run_1/ff_map.png
Drawn at 2 px/um. Other sequential cells in the stronger gray, the rest of the logic in the fainter gray.
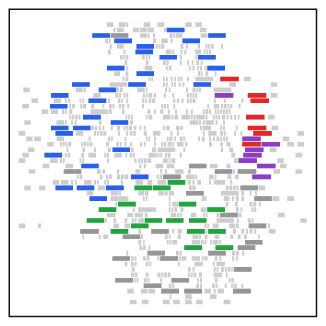
run_1/port_trees.png
Drawn at 3 px/um.
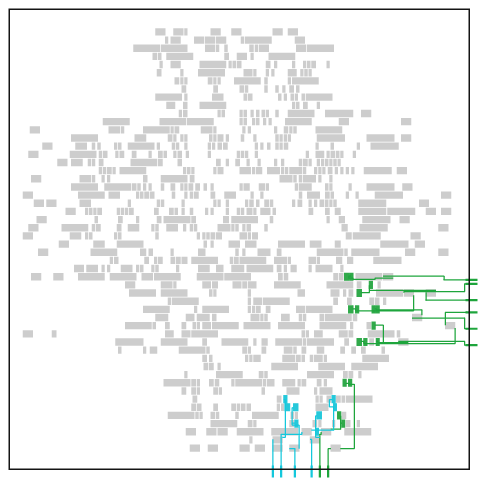
run_1/class_map.png
Drawn at 2 px/um.
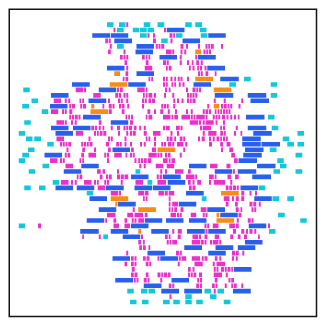
run_1/placed.png
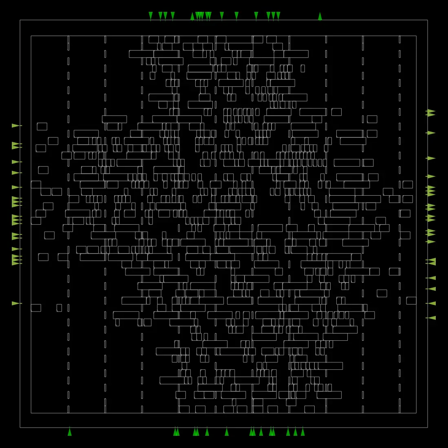
--- config.mk ---
export PLATFORM = sky130hd
export DESIGN_NAME = seg7_scanner
export DESIGN_NICKNAME = d
export VERILOG_FILES = /design/src/rtl/seg7_scanner.sv
export SDC_FILE = /design/constraint.sdc
export NUM_CORES = 1
export LEC_CHECK = 0
export ABC_AREA = 1
export CAP_MARGIN = 20
export CORE_MARGIN = 4
export CORE_UTILIZATION = 25
export DETAILED_ROUTE_END_ITERATION = 10
export PLACE_DENSITY = 0.52
export SYNTH_ARGS = -nofsm -noshare
export SYNTH_HDL_FRONTEND = slang
export SYNTH_SLANG_ARGS = --single-unit
--- constraint.sdc ---
create_clock -name clk -period 10.4 [get_ports clk]
set_clock_uncertainty 0.1 [all_clocks]
set_input_delay 3.12 -clock clk [delete_from_list [all_inputs] [get_ports clk]]
set_output_delay 3.12 -clock clk [all_outputs]
set_load 0.05 [all_outputs]
--- src/rtl/seg7_scanner.sv ---
// seg7_scanner: time-multiplexed 7-segment scanner with frame snapshots, leading-zero blanking and PWM brightness
//   clk         system clock, rising edge
//   clr         asynchronous active-high reset
//   in          4*NDIG hex nibbles, digit 0 rightmost
//   dp_in       per-digit decimal point request (1 = lit)
//   en_in       per-digit enable (0 = dark)
//   lzb         leading-zero blanking enable
//   bright      brightness 0..15 (duty (bright+1)/16)
//   an          anodes, active-low, registered
//   out         segments {g,f,e,d,c,b,a}, active-low, registered
//   dp          decimal point, active-low, registered
//   frame_start one-cycle pulse when a new frame's snapshot is taken
module seg7_scanner #(
    parameter int NDIG  = 8,
    parameter int DIV_W = 17
) (
    input  logic              clk,
    input  logic              clr,
    input  logic [4*NDIG-1:0] in,
    input  logic [NDIG-1:0]   dp_in,
    input  logic [NDIG-1:0]   en_in,
    input  logic              lzb,
    input  logic [3:0]        bright,
    output logic [7:0]        an,
    output logic [6:0]        out,
    output logic              dp,
    output logic              frame_start
);
    localparam logic [6:0] GLYPH [16] = '{
        7'b1000000, 7'b1111001, 7'b0100100, 7'b0110000,
        7'b0011001, 7'b0010010, 7'b0000010, 7'b1111000,
        7'b0000000, 7'b0010000, 7'b0001000, 7'b0000011,
        7'b1000110, 7'b0100001, 7'b0000110, 7'b0001110
    };
    logic [DIV_W-1:0]  pc;
    logic [2:0]        idx;
    logic              first;
    logic [4*NDIG-1:0] in_s, in_e;
    logic [NDIG-1:0]   dp_s, dp_e, en_s, en_e;
    logic              lzb_s, lzb_e;
    logic [3:0]        br_s, br_e;
    logic              tick, wrap, load, zero_up, on;
    logic [3:0]        nib;
    assign tick = &pc;
    assign wrap = tick && idx == 3'(NDIG - 1);
    assign load = first || wrap;
    // The first cycle out of reset displays the inputs being captured, so frame 0 starts lit
    assign in_e  = first ? in : in_s;
    assign dp_e  = first ? dp_in : dp_s;
    assign en_e  = first ? en_in : en_s;
    assign lzb_e = first ? lzb : lzb_s;
    assign br_e  = first ? bright : br_s;
    assign nib   = in_e[{idx, 2'b00} +: 4];
    always_comb begin
        zero_up = 1'b1;
        for (int k = 0; k < NDIG; k++)
            if (k >= int'(idx) && in_e[4*k +: 4] != 4'h0) zero_up = 1'b0;
        on = en_e[idx] && !(lzb_e && idx != 3'd0 && zero_up) && pc[DIV_W-1 -: 4] <= br_e;
    end
    always_ff @(posedge clk or posedge clr) begin
        if (clr) begin
            pc          <= '0;
            idx         <= '0;
            first       <= 1'b1;
            in_s        <= '0;
            dp_s        <= '0;
            en_s        <= '0;
            lzb_s       <= 1'b0;
            br_s        <= '0;
            an          <= 8'hFF;
            out         <= 7'h7F;
            dp          <= 1'b1;
            frame_start <= 1'b0;
        end else begin
            pc          <= pc + 1'b1;
            idx         <= tick ? (wrap ? 3'd0 : idx + 3'd1) : idx;
            first       <= 1'b0;
            in_s        <= load ? in : in_s;
            dp_s        <= load ? dp_in : dp_s;
            en_s        <= load ? en_in : en_s;
            lzb_s       <= load ? lzb : lzb_s;
            br_s        <= load ? bright : br_s;
            an          <= ~(8'(on) << idx);
            out         <= on ? GLYPH[nib] : 7'h7F;
            dp          <= ~(on && dp_e[idx]);
            frame_start <= load;
        end
    end
endmodule

==> impl_metrics.csv, run 1 <==
group,metric,value,unit
outcome,status,"completed",
finish,comb_area_share,38.9,%
synth,synth_top_area_share,35.3,%
power,pwr-share-seq,46.0,%
finish,reg_top3,"in_s: 32 flops, pc: 17 flops",
finish,nClkBuffers,10,
finish,drive_above_1_share,11.3,%
synth,syn-num-nets,751,
critical_path,r2r-end,"in_s[10]",
synth,mux_share,3.87,%
floorplan,io_pins,72,
place,gp_congestion,0.813,
finish,mostFrequentLayoutCell,"nand2_1",
floorplan,tap_cells,270,
synth,synth-main-ff-cell,"dfrtp_1",
floorplan,dieArea,23400,um^2
critical_path,path_depth,1,
grt,grtUsageMet3,2.94,%
power,sequentialPower,0.391,mW
run,drv_cap,0,
clock_tree,postCtsSetupBuffers,0,
finish,buffer_area_share,11.5,%
power,power_density,132,nW/um^2
## Picture notes: ff_map.png
| color | netlist name | placed flops |
|---|---|---|
| red | out | 7 |
| purple | an | 8 |
| blue | in_s | 32 |
| green | pc | 17 |

## Picture notes: port_trees.png
| color | port | bits | direction | end cells | buffers | wire |
|---|---|---|---|---|---|---|
| green | dp_in | 8 | input | 16 | 8 | 327 um |
| cyan | bright | 4 | input | 8 | 4 | 106 um |

## Picture notes: class_map.png
| color | class | cells |
|---|---|---|
| cyan | remaining buffers and delay cells | 75 |
| blue | registers | 91 |
| orange | clock drivers and dummy loads | 16 |
| magenta | remaining logic cells | 562 |

## Picture notes: placed.png
FP Rows: 52
fillers: 2226
Final Util: 31.5%
post-route insts no fill: 1014

--- run 2 (diff from run 1) ---
clock period = 4.7 ns   (was 10.4 ns; I/O delays follow)
==> run 2 against run 1 <==
Net effect: cell count hardly changed; register-to-register slack worse by 5.5 ns; sequential share of layout area is 0.27 points lower; first-iteration DRC count is 25% higher; global-route usage is 0.21 points higher; critical path depth is 11 higher.
==> impl_metrics.csv, run 2 <==
group,metric,value,unit
outcome,status,"completed",
floorplan,tap_cells,270,
place,gp_congestion,0.791,
finish,nClkBuffers,10,
synth,synth-main-ff-cell,"dfrtp_1",
power,pwr-share-seq,44.0,%
floorplan,fp-row-count,52,
finish,reg_top3,"in_s: 32 flops, pc: 17 flops",
floorplan,io_pins,72,
finish,mostFrequentLayoutCell,"nand2_1",
run,drv_cap,0,
grt,grtUsageMet3,3.45,%
synth,synth_top_area_share,35.3,%
finish,drive_above_1_share,11.4,%
finish,final_cells,1015,
power,sequentialPower,0.864,mW
finish,final_util,31.7,%
floorplan,dieArea,23400,um^2
critical_path,path_depth,12,
finish,buffer_area_share,11.7,%
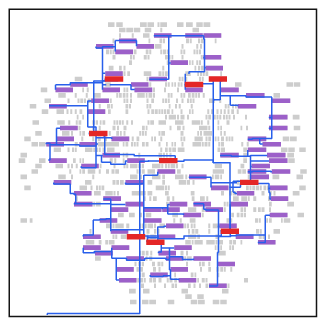
run_2/clock_wires.png
Drawn at 2 px/um.
[purple] flip-flops | count: 91
[red] clock-net drivers | count: 9
[blue] clock wires | length: 1420 um
flops lie: all over the die
routed clock nets: 10

No activity file was given, so power comes from the tool's default toggle rates.
